Figure 1. Cells colored by class (run 1).
Fill, decap, tap and diode cells in gray.
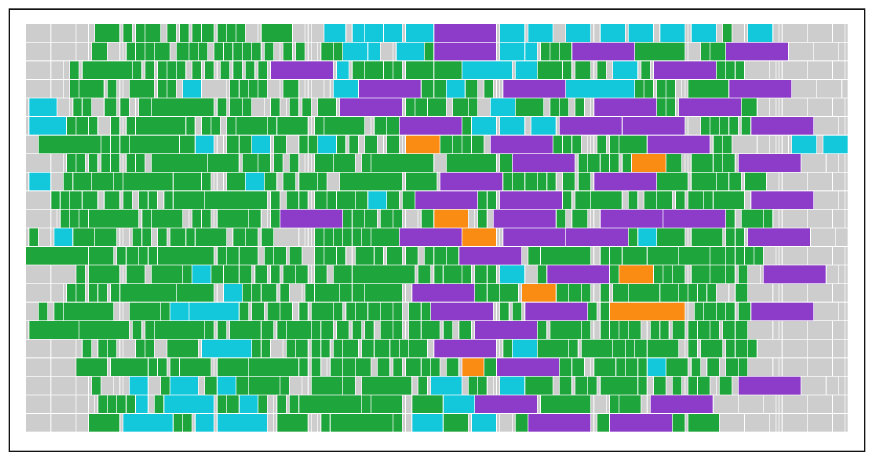
Figure 2. Clock routing (run 1).
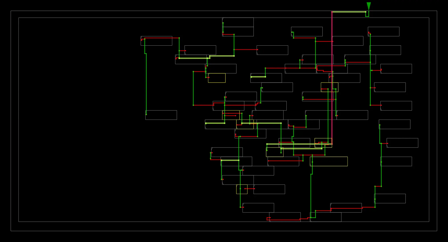
Figure 3. Met1 routing (run 1).
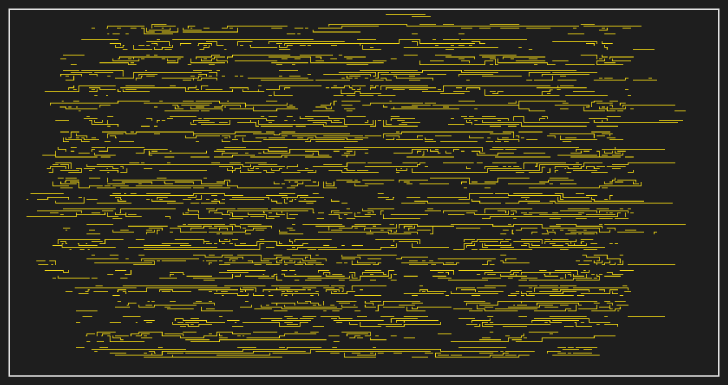
Figure 4. The metal 3 layer (run 1).
The bar under the picture is 50 um long.
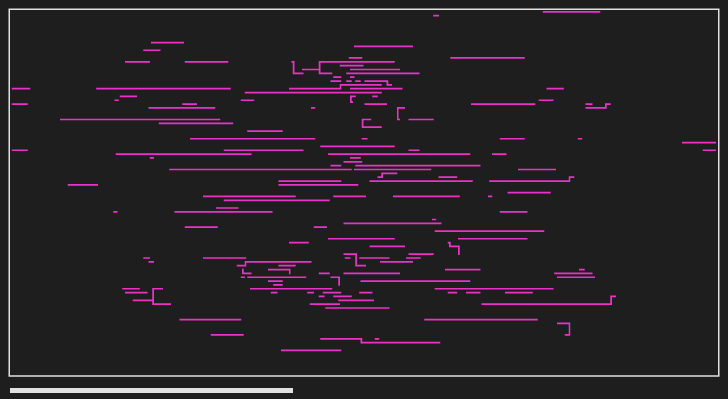
<file path="src/rtl/alu_pkg.sv">
// Shared encodings for the pipelined per-thread ALU: opcodes, FSM states
// and the bit positions of the compare flag word.
package alu_pkg;

    typedef enum logic [2:0] {
        OP_ADD = 3'b000,
        OP_SUB = 3'b001,
        OP_MUL = 3'b010,
        OP_DIV = 3'b011,
        OP_CMP = 3'b100
    } alu_op_t;

    typedef enum logic {
        ST_IDLE = 1'b0,
        ST_DIV  = 1'b1
    } alu_state_t;

    localparam int unsigned CMP_GT = 2;
    localparam int unsigned CMP_EQ = 1;
    localparam int unsigned CMP_LT = 0;

endpackage

</file>
<file path="src/rtl/alu_divider.sv">
// Iterative restoring divider: one quotient bit per clock, MSB first.
// done/quotient describe the step being taken on the current edge.
module alu_divider
    import alu_pkg::*;
#(
    parameter int unsigned DATA_WIDTH = 8
) (
    input  logic                  clk,
    input  logic                  reset,
    input  logic                  start,
    input  logic [DATA_WIDTH-1:0] dividend,
    input  logic [DATA_WIDTH-1:0] divisor,
    output logic                  done,
    output logic [DATA_WIDTH-1:0] quotient
);

    localparam int unsigned CW = $clog2(DATA_WIDTH + 1);

    logic [DATA_WIDTH-1:0] rem_q, quo_q, dsr_q;
    logic [CW-1:0]         cnt_q;
    logic [DATA_WIDTH:0]   shifted;
    logic                  ge;
    logic [DATA_WIDTH-1:0] rem_next, quo_next;

    // The remainder stays below the divisor, so the shifted value needs one
    // extra bit and the subtraction only needs DATA_WIDTH bits.
    always_comb begin
        shifted  = {rem_q, quo_q[DATA_WIDTH-1]};
        ge       = (shifted >= {1'b0, dsr_q});
        rem_next = ge ? (shifted[DATA_WIDTH-1:0] - dsr_q) : shifted[DATA_WIDTH-1:0];
        quo_next = {quo_q[DATA_WIDTH-2:0], ge};
    end

    assign done     = (cnt_q == CW'(1));
    assign quotient = quo_next;

    always_ff @(posedge clk or posedge reset) begin
        if (reset) begin
            rem_q <= '0;
            quo_q <= '0;
            dsr_q <= '0;
            cnt_q <= '0;
        end else if (start) begin
            rem_q <= '0;
            quo_q <= dividend;
            dsr_q <= divisor;
            cnt_q <= CW'(DATA_WIDTH);
        end else if (cnt_q != '0) begin
            rem_q <= rem_next;
            quo_q <= quo_next;
            cnt_q <= cnt_q - CW'(1);
        end
    end

endmodule

</file>
<file path="src/rtl/alu_pipelined.sv">
// Handshaked per-thread ALU with a registered result stage; single-cycle
// ADD/SUB/MUL/CMP and an iterative DIV, carrying a destination tag through.
module alu_pipelined
    import alu_pkg::*;
#(
    parameter int unsigned DATA_WIDTH = 8,
    parameter int unsigned TAG_WIDTH  = 4
) (
    input  logic                  clk,
    input  logic                  reset,
    input  logic                  in_valid,
    output logic                  in_ready,
    input  logic [2:0]            in_op,
    input  logic [DATA_WIDTH-1:0] in_rs,
    input  logic [DATA_WIDTH-1:0] in_rt,
    input  logic [TAG_WIDTH-1:0]  in_tag,
    output logic                  out_valid,
    input  logic                  out_ready,
    output logic [DATA_WIDTH-1:0] out_result,
    output logic [TAG_WIDTH-1:0]  out_tag,
    output logic                  out_div_by_zero,
    output logic                  out_illegal,
    output logic                  busy
);

    alu_state_t            state_q, state_d;
    logic                  accept, div_start, div_done;
    logic [DATA_WIDTH-1:0] div_quotient;
    logic [DATA_WIDTH-1:0] sc_result;
    logic                  sc_dbz, sc_ill;
    logic [TAG_WIDTH-1:0]  div_tag_q;

    assign in_ready  = !reset && (state_q == ST_IDLE) && (!out_valid || out_ready);
    assign accept    = in_valid && in_ready;
    assign div_start = accept && (in_op == OP_DIV) && (in_rt != '0);
    assign busy      = (state_q == ST_DIV);

    always_comb begin
        sc_result = '0;
        sc_dbz    = 1'b0;
        sc_ill    = 1'b0;
        case (in_op)
            OP_ADD: sc_result = in_rs + in_rt;
            OP_SUB: sc_result = in_rs - in_rt;
            OP_MUL: sc_result = in_rs * in_rt;
            OP_DIV: sc_dbz    = (in_rt == '0);
            OP_CMP: begin
                sc_result[CMP_GT] = (in_rs > in_rt);
                sc_result[CMP_EQ] = (in_rs == in_rt);
                sc_result[CMP_LT] = (in_rs < in_rt);
            end
            default: sc_ill = 1'b1;
        endcase
    end

    always_comb begin
        state_d = state_q;
        case (state_q)
            ST_IDLE: if (div_start) state_d = ST_DIV;
            ST_DIV:  if (div_done)  state_d = ST_IDLE;
            default: state_d = ST_IDLE;
        endcase
    end

    always_ff @(posedge clk or posedge reset) begin
        if (reset) state_q <= ST_IDLE;
        else       state_q <= state_d;
    end

    alu_divider #(.DATA_WIDTH(DATA_WIDTH)) u_div (
        .clk      (clk),
        .reset    (reset),
        .start    (div_start),
        .dividend (in_rs),
        .divisor  (in_rt),
        .done     (div_done),
        .quotient (div_quotient)
    );

    always_ff @(posedge clk or posedge reset) begin
        if (reset)          div_tag_q <= '0;
        else if (div_start) div_tag_q <= in_tag;
    end

    // A divide start drains the old result without writing a new one.
    always_ff @(posedge clk or posedge reset) begin
        if (reset) begin
            out_valid       <= 1'b0;
            out_result      <= '0;
            out_tag         <= '0;
            out_div_by_zero <= 1'b0;
            out_illegal     <= 1'b0;
        end else if (state_q == ST_DIV && div_done) begin
            out_valid       <= 1'b1;
            out_result      <= div_quotient;
            out_tag         <= div_tag_q;
            out_div_by_zero <= 1'b0;
            out_illegal     <= 1'b0;
        end else if (accept && !div_start) begin
            out_valid       <= 1'b1;
            out_result      <= sc_result;
            out_tag         <= in_tag;
            out_div_by_zero <= sc_dbz;
            out_illegal     <= sc_ill;
        end else if (out_valid && out_ready) begin
            out_valid <= 1'b0;
        end
    end

endmodule
</file>
<file path="config.mk">
export PLATFORM = sky130hd
export DESIGN_NAME = alu_pipelined
export DESIGN_NICKNAME = d
export VERILOG_FILES = /design/src/rtl/alu_pkg.sv /design/src/rtl/alu_divider.sv /design/src/rtl/alu_pipelined.sv
export SDC_FILE = /design/constraint.sdc
export NUM_CORES = 1
export LEC_CHECK = 0
export ABC_AREA = 1
export CORE_ASPECT_RATIO = 0.5
export CORE_MARGIN = 2
export CORE_UTILIZATION = 60
export CTS_BUF_LIST = sky130_fd_sc_hd__clkbuf_8
export DETAILED_ROUTE_END_ITERATION = 8
export GPL_TIMING_DRIVEN = 0
export PLACE_DENSITY = 0.86
export REMOVE_ABC_BUFFERS = 1
export SKIP_LAST_GASP = 1
export SLEW_MARGIN = 20
export SYNTH_ARGS = -nofsm -noshare
export SYNTH_HDL_FRONTEND = slang
export SYNTH_SLANG_ARGS = --single-unit
</file>
<file path="constraint.sdc">
create_clock -name clk -period 2.05 [get_ports clk]
set_input_delay 0.615 -clock clk [delete_from_list [all_inputs] [get_ports clk]]
set_output_delay 0.615 -clock clk [all_outputs]
set_load 0.005 [all_outputs]
</file>
==> job_summary.md, run 1 <==
## Synthesis and layout report

| Metric | Value |
|---|---|
| Status | `finished, violations left` |
| Violations in the final reports | `negative setup slack` |
| Critical path cell sequence | `buf_12 > nand2_4 > fa_2 > fa_1 > inv_1 > fa_1 > inv_1 > fa_1 > inv_2 > ha_4 > nand3_2 > nand2_1 > nand2_1 > nand2_2 > nand3_2 > nand2_1 > nand2_1 > nand3_2 > nand2_1 > nand2_1 > nand2_1` |
| Top-area cell share | `27.3%` |
| Antenna-violating nets left | `0` |
| Synth flops | `48` |
| Initial drt markers | `579` |
| Reg2reg path depth | `8` |
| Clk pin slew, worst setup/hold paths | `0.11 ns` |
| Synth cell types | `36` |
| GRT Overall Usage | `32.1%` |
| Critical Path AT | `3.88 ns` |
| CP required | `2.26 ns` |
| Die height | `64.6 um` |
| Hold Crit Class | `register to register` |
| Crit path capture type | `register` |
| Reg2reg start | `u_div.rem_q[6]$_DFFE_PP0P_` |
| Met1 wire length | `5260 um` |
| Initial antenna violation count | `0` |
| Lkg Pwr | `0.00298 uW` |
| Max VDD drop | `0.551 mV` |
| Share of cells above drive strength 1 | `17.4%` |
| RR Endpoint | `u_div.rem_q[2]$_DFFE_PP0P_` |
| Wire length on met2 | `6430 um` |
| First-pass GRT wire length | `20800 um` |
| End point of the critical path | `out_result[7]$_DFFE_PP0P_` |
| Reg2reg setup slack | `0.08 ns` |
| Fin crit period | `3.68 ns` |
| CP peak stage delay | `0.50 ns` |
| 1st-pass router iterations | `5` |
| # IOs | `44` |
| Total congestion overflow | `0` |
| Rows | `22` |
| CP max stage cell | `fa_1` |
| RSZ-0062 raised after global routing | `true` |
| Core area | `0.00721 mm^2` |
| Placed Area | `0.00489 mm^2` |
| Cells after DPL | `755` |
| Endpoints failing setup | `8` |
| CTS tree | `yes` |
| Syn Inst Count | `629` |
| Worst-Margin Slew | `0.701 ns` |
| Init Core Util | `61.1%` |
| DR WL/cell | `16.8 um` |
| Clk sink count | `48` |
| Cell type with the largest total area | `dfrtp_1` |
| Yosys warns | `0` |
| Pre-CTS setup slack | `-3.10 ns` |
| Vias in the first global route | `4501` |
| Tot Pwr | `6090 uW` |
| CP Launch Point | `in_rs[3]` |
| Final Max Slew Viols | `0` |
| Most frequent logic cell in the layout | `nand2_1` |
| Worst Path Max Fanout | `4` |
| Total negative slack | `-6.39 ns` |
| Max H-tree Level | `2` |
| Sequential element share of the synthesized area | `27.3%` |
| Worst setup margin | `-1.63 ns` |
| PortBufs | `43` |
| Vias per cell | `5.84` |
| Slew HR | `53.2%` |
| Post-layout nets | `772` |
| GP Congestion | `0.956` |
| Dominant Register Cell | `dfrtp_1` |
| Met3 routed WL | `1040 um` |
| Mapped Area | `0.00440 mm^2` |
| Flip-flops with a built-in enable | `0` |
Back to the opening pictures, Figure 1:
[other buffers and delay cells] cyan | cells: 64
[flops] purple | cells: 48
[clock drivers and dummy loads] orange | cells: 8
[all other logic] green | cells: 569

Back to the opening pictures, Figure 2:
Clk power: 745 uW
total CTS buffers: 5

Back to the opening pictures, Figure 3:
wire length on this layer: 5260 um
nets with wire on the layer: 718
longest straight run: 30.4 um
final wirelength: 13200 um
GR Util met1: 39.6%
DR vias: 4583

Back to the opening pictures, Figure 4:
longest straight run: 32.0 um
share of all routed wire: 7.9%
nets with wire on the layer: 103

run 1: stage by stage:
stage	hold slack [ns]	util (%)
finish	0.495	77.4
global placement	0.462	67.4
detailed placement	0.466	67.8
global route	0.530	77.4
floorplan	0.449	-
CTS	0.491	74.9
run 1: critical path, delay by kind of cell:
family        cells  cell delay (ns)
simple gates     12             0.88
buf+inv           4             0.24
fa+ha+maj         5             2.15
run 1: Yosys cell counts, types with 2 or more instances:
cell,n
a21o_1,3
a21oi_1,36
a31oi_1,5
buf_2,8
buf_4,2
buf_6,3
dfrtp_1,48
fa_1,15
ha_1,42
inv_1,118
inv_2,3
nand2_1,178
nand2_2,4
nand3_1,57
nand4_1,6
nor2_1,25
nor3_1,2
nor3_2,2
nor4_1,2
o211ai_1,7
o21a_1,2
o21ai_0,32
o21ai_1,7
o21bai_1,2
o22ai_1,3
o31ai_1,2
xnor2_1,3
xor2_1,4
run 1: logic make-up after synthesis:
logic type	Yosys count	share of synthesized area [%]
compound gates	101	12.8
simple gates	280	27.2
buf+inv	136	12.6
flops	48	27.3
xor+xnor	7	1.39
fa+ha+maj	57	18.8
run 1: final cells by class:
class	count	area (um^2)
timing repair buffer	64	659
inverter	122	489
clock inverter	2	38.8
clock buffer	6	82.6
fill	494	1630
sequential	48	1200
multi-input combinational	447	2990
tap	96	120
run 1: sequential cells by signal, summed over array words and instances, names as in the netlist, 4 cells and up:
signal	flops
u_div.quo_q	8
out_tag	4
u_div.dsr_q	8
div_tag_q	4
u_div.rem_q	8
u_div.cnt_q	4
out_result	8
run 1: repair_timing:
item / in CTS / in global routing
gates cloned: 1 / 1
pin swaps: 28 / 18
endpoints found under the setup margin: 49 / 32
gates resized: 148 / 44
buffers inserted: 15 / 5
run 1: power by group:
part	internal (uW)	switching [uW]	total (uW)	leakage [uW]
clock network	400	345	745	0.0000614
logic	1530	2160	3690	0.00234
registers	1380	278	1660	0.000574
run 1: routing by layer:
layer  track usage [%]  up-vias
met5                 0        -
met4              14.7        0
met3              4.79       49
met2              56.6      250
met1              39.6     2158
li1                  -     2126
run 1: worst min path at each step:
stage	slack [ns]	cells past startpoint	startpoint	endpoint
after floorplan	0.45	2	div_tag_q[0]$_DFFE_PP0P_	div_tag_q[0]$_DFFE_PP0P_
after global placement	0.46	2	div_tag_q[1]$_DFFE_PP0P_	div_tag_q[1]$_DFFE_PP0P_
after detailed placement	0.47	2	div_tag_q[2]$_DFFE_PP0P_	div_tag_q[2]$_DFFE_PP0P_
after CTS	0.49	2	div_tag_q[2]$_DFFE_PP0P_	div_tag_q[2]$_DFFE_PP0P_
after global routing	0.53	2	div_tag_q[0]$_DFFE_PP0P_	div_tag_q[0]$_DFFE_PP0P_
final	0.49	2	div_tag_q[2]$_DFFE_PP0P_	div_tag_q[2]$_DFFE_PP0P_
Figure 5. Wiring heat map (run 1).
The bar under the picture is 50 um long. 25 x 13 tiles, from dark blue (low) to red (high), scaled to the fullest tile. Values are wire area over tile area, all layers added.
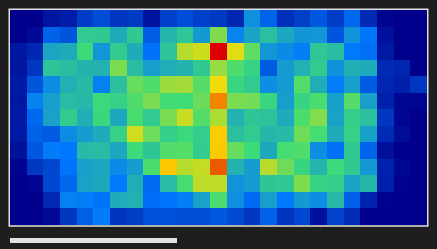

==> run 1 -> run 2 <==
SKIP_LAST_GASP = unset   (was 1)
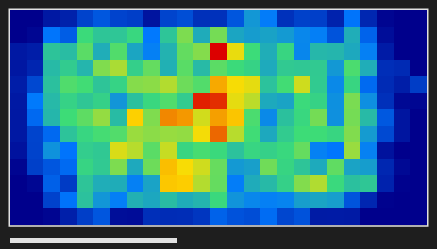
Figure 6: run 2, wiring heat map.
The bar under the picture is 50 um long. 25 x 13 tiles, from dark blue (low) to red (high), scaled to the fullest tile. Values are wire area over tile area, all layers added.
fullest tile: 0.78
nearly empty tiles: 11%
densest ninth of the die: center
mean over tiles: 0.27
final wirelength: 12900 um
GRT Overall Usage: 32.1%
DR WL/cell: 16.4 um

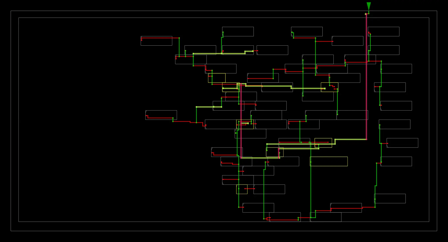
Figure 7: run 2, clock routing.
Final Skew: 0.0234 ns
clock latency at the later pin of the worst-skew pair: 0.32 ns
clk_buf instances: 6
Clk power: 749 uW
clk sink count: 48

==> job_summary.md, run 2 <==
## Synthesis and layout report

| Metric | Value |
|---|---|
| Sw Ratio | `45.4% (-0.35 points)` |
| Synth top cell by count | `nand2_1` |
| Worst-Margin Slew | `0.627 ns (-0.0737 ns)` |
| Die height | `64.6 um (unchanged)` |
| Reg area | `0.00120 mm^2 (unchanged)` |
| Switch Pwr | `2740 uW (-1.8%)` |
| Rows | `22 (unchanged)` |
| GP Congestion | `0.956 (unchanged)` |
| Dominant Register Cell | `dfrtp_1` |
| CP max stage cell | `fa_1` |
| Fin crit period | `3.63 ns (-0.0543 ns)` |
| CP required | `2.27 ns (about the same)` |
| Synth flops | `48 (unchanged)` |
| Logic area | `0.00295 mm^2 (-1.3%)` |
| Clk pin slew, worst setup/hold paths | `0.11 ns (about the same)` |
| End point of the critical path | `out_result[7]$_DFFE_PP0P_` |
| Hold Crit Class | `primary input to asynchronous set/reset pin` |
| Synth cell types | `36 (unchanged)` |
| Hold buffers post-CTS | `0` |
| RSZ-0062 raised after global routing | `true` |
| Total negative slack | `-6.35 ns (+0.0393 ns)` |
| Critical path cell sequence | `buf_12 > nand2_4 > fa_2 > fa_1 > inv_1 > fa_1 > inv_1 > fa_1 > inv_2 > ha_4 > a21oi_2 > nand2_1 > nand2_1 > nand2_2 > inv_2 > nand2_2 > nand2_1 > nand2_1 > nand3_2 > nand2_1 > nand2_1 > nand2_1` |
| Synth cell count leaders | `nand2_1, inv_1, nand3_1` |
| Crit path depth | `22 (+4.8%)` |
| RR Endpoint | `u_div.rem_q[0]$_DFFE_PP0P_` |
| Reg2reg start | `u_div.rem_q[6]$_DFFE_PP0P_` |
| CP top delay family | `adder cells` |
| Post-layout nets | `771 (-0.13%)` |
| Total congestion overflow | `0 (unchanged)` |
| Crit path capture type | `register` |
| Endpoints failing setup | `6 (-2)` |
| PortBufs | `43 (unchanged)` |
| Max VDD drop | `0.572 mV (+3.9%)` |
| Critical Path AT | `3.85 ns (-0.03 ns)` |
| First-pass GRT wire length | `20900 um (+0.13%)` |
| Clk pwr share | `12.4% (+0.2 points)` |
| Initial drt markers | `545 (-5.9%)` |
| Internal power | `3300 uW (-0.37%)` |
| Final Max Slew Viols | `0 (unchanged)` |
| Bufs and invs on worst path | `5 (+1)` |
| Vias in the first global route | `4508 (+0.16%)` |
| Total CTS buffers | `5 (unchanged)` |
| CP peak stage delay | `0.51 ns (about the same)` |
| Tot Pwr | `6030 uW (-1.0%)` |
| # IOs | `44 (unchanged)` |
| CP most frequent cell | `nand2_1` |
| Number of fill cells | `507 (+2.6%)` |
| Init Core Util | `61.1% (unchanged)` |
| DR vias | `4535 (-1.0%)` |
| Share of cells above drive strength 1 | `16.7% (-0.70 points)` |
| Cell type with the largest total area | `dfrtp_1` |
| Initial antenna violation count | `0 (unchanged)` |
| Core area | `0.00721 mm^2 (unchanged)` |
| Sequential share of power | `27.5% (+0.3 points)` |
| Lkg Pwr | `0.00299 uW (+0.25%)` |
| Most frequent logic cell in the layout | `nand2_1` |
| 1st-pass router iterations | `5 (unchanged)` |
| Syn Inst Count | `629 (unchanged)` |
| CTS tree | `yes` |
| Flip-flops with a built-in enable | `0 (unchanged)` |
| Hpwl dp | `8610 um` |
| CP Launch Point | `in_rt[2]` |
| Placed Area | `0.00489 mm^2 (unchanged)` |
| Reg2reg setup slack | `0.10 ns (+0.02 ns)` |
| Top-area cell share | `27.3% (unchanged)` |
| Worst setup margin | `-1.58 ns (+0.0543 ns)` |
| Worst Path Max Fanout | `7 (+3)` |
| Slew HR | `58.1% (+5.0 points)` |
| Vias per cell | `5.78 (-0.92%)` |
| Mapped Area | `0.00440 mm^2 (unchanged)` |
| Reg2reg path depth | `8 (unchanged)` |
| Violations in the final reports | `negative setup slack` |
| Max H-tree Level | `2 (unchanged)` |
| Yosys warns | `0 (unchanged)` |
| Status | `finished, violations left` |
-- run 2: cell count changes in the layout (fill, tap and decap cells not counted), sizes merged --
cell,before,now
buf,35,34
clkbuf,6,7
clkdlybuf4s50,22,21
clkinv,2,1
dlymetal6s2s,3,4
inv,120,121
nor2,27,26
-- run 2: area by class of cell --
cell class,instances,share of cell area [%]
timing repair buffer,64,12.1
inverter,122,8.69
clock buffer,6,1.49
multi-input combinational,446,53.2
clock inverter,2,0.700
tap,96,2.17
sequential,48,21.7
-- run 2: worst min path at each step --
stage	slack [ns]	endpoint	startpoint	cells past startpoint
CTS	0.49	div_tag_q[2]$_DFFE_PP0P_	div_tag_q[2]$_DFFE_PP0P_	2
global placement	0.46	div_tag_q[1]$_DFFE_PP0P_	div_tag_q[1]$_DFFE_PP0P_	2
global route	0.47	out_div_by_zero$_DFFE_PP0P_	reset	2
detailed placement	0.47	div_tag_q[2]$_DFFE_PP0P_	div_tag_q[2]$_DFFE_PP0P_	2
floorplan	0.45	div_tag_q[0]$_DFFE_PP0P_	div_tag_q[0]$_DFFE_PP0P_	2
finish	0.42	out_result[7]$_DFFE_PP0P_	reset	2
-- run 2: cells by family after synthesis --
logic type	count (synthesis)	share of synthesized area (%)
AND/OR/NAND/NOR	280	27.2
buffers and inverters	136	12.6
AND-OR/OR-AND	101	12.8
adder cells (fa/ha/maj)	57	18.8
flip-flops	48	27.3
XOR/XNOR	7	1.39
-- run 2: power by group through the flow --
stage          sequential (uW)  clock (uW)  combinational (uW)
2_1_floorplan             1600           0                2140
3_3_place_gp              1630           0                2910
3_5_place_dp              1650           0                3060
4_1_cts                   1630         734                3360
5_1_grt                   1700         783                4010
6_report                  1660         749                3620
-- run 2: stage by stage --
step / util, % / instances / hold slack (ns) / setup WS (ns)
floorplan: - / 615 / 0.449 / -1.88
global placement: 67.4 / 754 / 0.462 / -3.05
detailed placement: 67.8 / 755 / 0.466 / -3.10
CTS: 74.9 / 779 / 0.491 / -1.54
global route: 76.9 / 784 / 0.469 / -1.68
finish: 76.9 / 784 / 0.421 / -1.58
-- run 2: worst reg2reg max path: cells and delay by family, from the launching register on --
family          cells  cell delay, ns
buf+inv             1            0.26
flops               1            0.44
simple gates        5            0.71
compound gates      1            0.07
fa+ha+maj           1            0.37
-- run 2: repair_timing --
action | CTS | global route
setup buffers | 15 | 5
gates cloned | 1 | 0
resized | 149 | 38
pin swaps | 28 | 8
setup endpoints to repair | 49 | 32
-- run 2: layer usage --
layer / vias up / share of wire, % / global-route usage (%)
met5: - / 0 / 0
li1: 2126 / - / -
met2: 251 / 49 / 56.7
met4: 0 / 4.2 / 14.6
met1: 2098 / 40 / 39.6
met3: 60 / 7.4 / 4.95
Figure 8. Met1 routing (run 2).
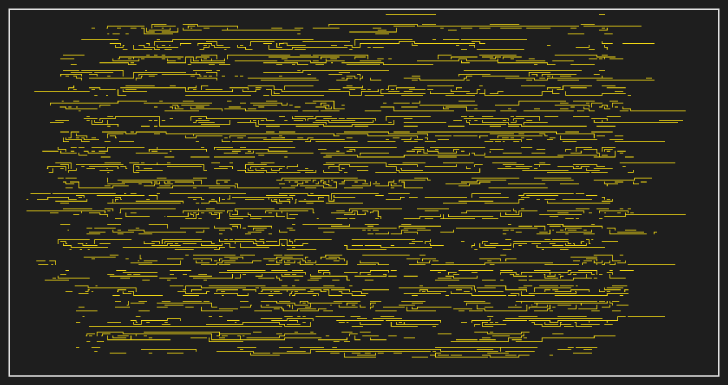

==> run 2 -> run 3 <==
PLACE_DENSITY = 0.83   (was 0.86)
RECOVER_POWER = 100   (was unset)
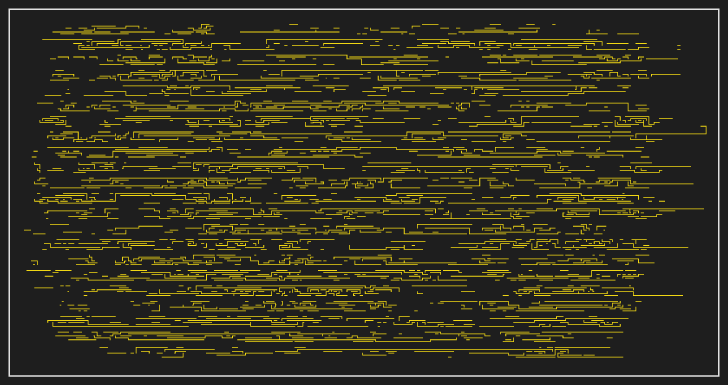
Figure 9: run 3, met1 routing.
share of all routed wire: 42%
wire length on this layer: 5520 um
GR Util met1: 40.7%
DR vias: 4470
final wirelength: 13100 um

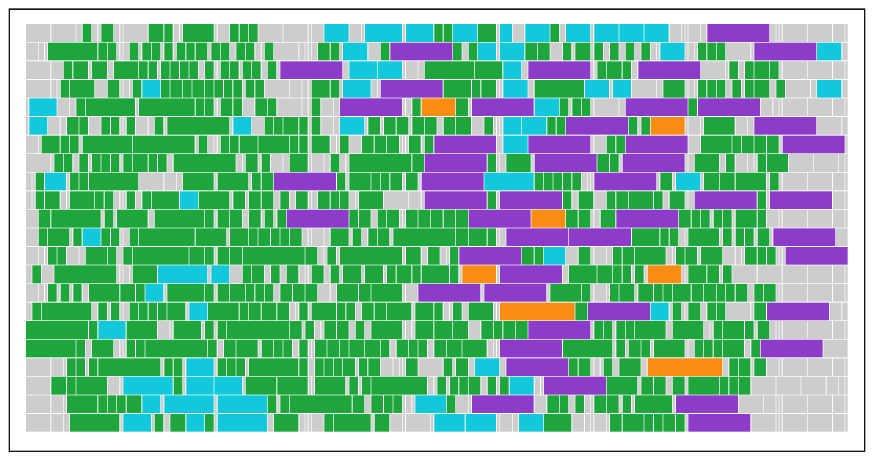
Figure 10: run 3, cells colored by class.
Fill, decap, tap and diode cells in gray.
[clock drivers and dummy loads] orange | cells: 7
[flops] purple | cells: 48
[other buffers and delay cells] cyan | cells: 60
[all other logic] green | cells: 568
core area: 0.00721 mm^2
flop share of the area: 21.6%
post-layout util: 77.3%
Rows: 22
post-route cell area: 0.00557 mm^2

==> job_summary.md, run 3 <==
## Synthesis and layout report

| Metric | Value |
|---|---|
| # IOs | `44 (unchanged)` |
| Share of cells above drive strength 1 | `18.3% (+1.6 points)` |
| Init Core Util | `61.1% (unchanged)` |
| Synth top cell by count | `nand2_1` |
| Flip-flops with a built-in enable | `0 (unchanged)` |
| Vias in the first global route | `4308 (-4.4%)` |
| Internal power | `3290 uW (about the same)` |
| Clock latency at the later pin of the worst-skew pair | `0.31 ns (about the same)` |
| Most frequent logic cell in the layout | `nand2_1` |
| Worst setup margin | `-1.61 ns (-0.0365 ns)` |
| Violations in the final reports | `negative setup slack` |
| Clk pwr share | `13.7% (+1.3 points)` |
| CP peak stage delay | `0.54 ns (+0.03 ns)` |
| Slew HR | `47.8% (-10 points)` |
| Critical Path AT | `3.87 ns (+0.02 ns)` |
| PortBufs | `43 (unchanged)` |
| Worst Path Max Fanout | `4 (-3)` |
| Mapped Area | `0.00440 mm^2 (unchanged)` |
| First-pass GRT wire length | `20100 um (-3.6%)` |
| Vias per cell | `5.74 (-0.80%)` |
| Number of fill cells | `503 (-0.79%)` |
| Critical path cell sequence | `buf_12 > nand2_4 > fa_2 > fa_1 > inv_2 > fa_1 > inv_1 > fa_1 > inv_2 > ha_4 > a21oi_2 > nand2_1 > nand2_1 > nand2_2 > nand3_2 > nand3_1 > nand3_2 > nand2_1 > nand2_1 > nand2_1` |
| Dominant Register Cell | `dfrtp_1` |
| Syn Inst Count | `629 (unchanged)` |
| Final Max Slew Viols | `0 (unchanged)` |
| Die height | `64.6 um (unchanged)` |
| Reg2reg setup slack | `0.10 ns (about the same)` |
| Synth flops | `48 (unchanged)` |
| Synth cell count leaders | `nand2_1, inv_1, nand3_1` |
| Worst-Margin Slew | `0.783 ns (+0.156 ns)` |
| Endpoints failing setup | `43 (+37)` |
| Max VDD drop | `0.569 mV (-0.59%)` |
| Cell type with the largest total area | `dfrtp_1` |
| 1st-pass router iterations | `7 (+2)` |
| Lkg Pwr | `0.00298 uW (-0.21%)` |
| Hpwl dp | `8390 um (-2.5%)` |
| Switch Pwr | `2630 uW (-4.0%)` |
| CP most frequent cell | `nand2_1` |
| Yosys warns | `0 (unchanged)` |
| Total congestion overflow | `0 (unchanged)` |
| Initial antenna violation count | `0 (unchanged)` |
| Hold buffers post-CTS | `0 (unchanged)` |
| Clk sink count | `48 (unchanged)` |
| Sequential share of power | `27.7% (+0.2 points)` |
| Status | `finished, violations left` |
| GRT Overall Usage | `31.2% (-0.95 points)` |
| Max H-tree Level | `2 (unchanged)` |
| Crit path capture type | `register` |
-- run 3: cell counts after synthesis --
Identical to the previous run, type by type.
-- run 3: cell type report --
class	count	area (um^2)	share of cell area, %
well taps	96	120	2.16
clock inverters	2	60.1	1.08
multi-input cells	446	3010	54.0
flip-flops and latches	48	1200	21.6
inverters	122	475	8.53
repair buffers	60	639	11.5
clock buffers	5	68.8	1.23
-- run 3: logic make-up (layout without fill, tap and decap cells) --
logic type,count (synthesis),in the layout,share of synthesized area (%)
adder cells (fa/ha/maj),57,57,18.8
AND-OR/OR-AND,101,101,12.8
AND/OR/NAND/NOR,280,281,27.2
flip-flops,48,48,27.3
XOR/XNOR,7,7,1.39
buffers and inverters,136,189,12.6
-- run 3: critical path: cells and delay by family --
kind	cells	cell delay, ns
compound gates	1	0.15
simple gates	10	0.72
fa+ha+maj	5	2.15
buf+inv	4	0.25
-- run 3: per-stage QoR --
stage | TNS, ns | hold slack, ns | total power (uW) | cells | setup WS (ns)
finish | -8.12 | 0.487 | 5920 | 779 | -1.61
global route | -12.33 | 0.512 | 6420 | 779 | -1.73
CTS | -6.20 | 0.489 | 5730 | 779 | -1.59
detailed placement | -70.08 | 0.465 | 4690 | 755 | -3.15
global placement | -102.07 | 0.462 | 4550 | 754 | -3.07
floorplan | -9.79 | 0.449 | 3740 | 615 | -1.88
-- run 3: worst paths after layout --
kind	to	cells past startpoint	start
worst max register to register	u_div.rem_q[0]$_DFFE_PP0P_	10	u_div.rem_q[1]$_DFFE_PP0P_
min in group asynchronous	u_div.rem_q[7]$_DFFE_PP0P_	2	reset
max in group asynchronous	u_div.rem_q[0]$_DFFE_PP0P_	3	reset
worst min register to register	out_illegal$_DFFE_PP0P_	2	out_illegal$_DFFE_PP0P_
worst max-delay path	out_result[7]$_DFFE_PP0P_	20	in_rs[3]
worst min-delay path	out_illegal$_DFFE_PP0P_	2	out_illegal$_DFFE_PP0P_
-- run 3: routing by layer --
metal / vias to the layer above / track usage (%) / wire length, um
li1: 2117 / - / -
met1: 2120 / 40.7 / 5520
met2: 189 / 54.8 / 6350
met3: 44 / 3.72 / 797
met4: 0 / 10.3 / 409
met5: - / 0 / 0
-- run 3: power groups by stage --
stage | sequential [uW] | clock (uW) | combinational (uW)
after floorplan | 1600 | 0 | 2140
after global placement | 1630 | 0 | 2920
after detailed placement | 1650 | 0 | 3040
after CTS | 1640 | 806 | 3280
after global routing | 1690 | 854 | 3880
final | 1640 | 809 | 3470
-- run 3: what timing repair did --
item / in CTS / in global routing
gates resized: 143 / 58
endpoints found under the setup margin: 49 / 31
gates cloned: 1 / 0
pin swaps: 24 / 13
setup buffers: 16 / 0
No activity file was given, so power comes from the tool's default toggle rates.
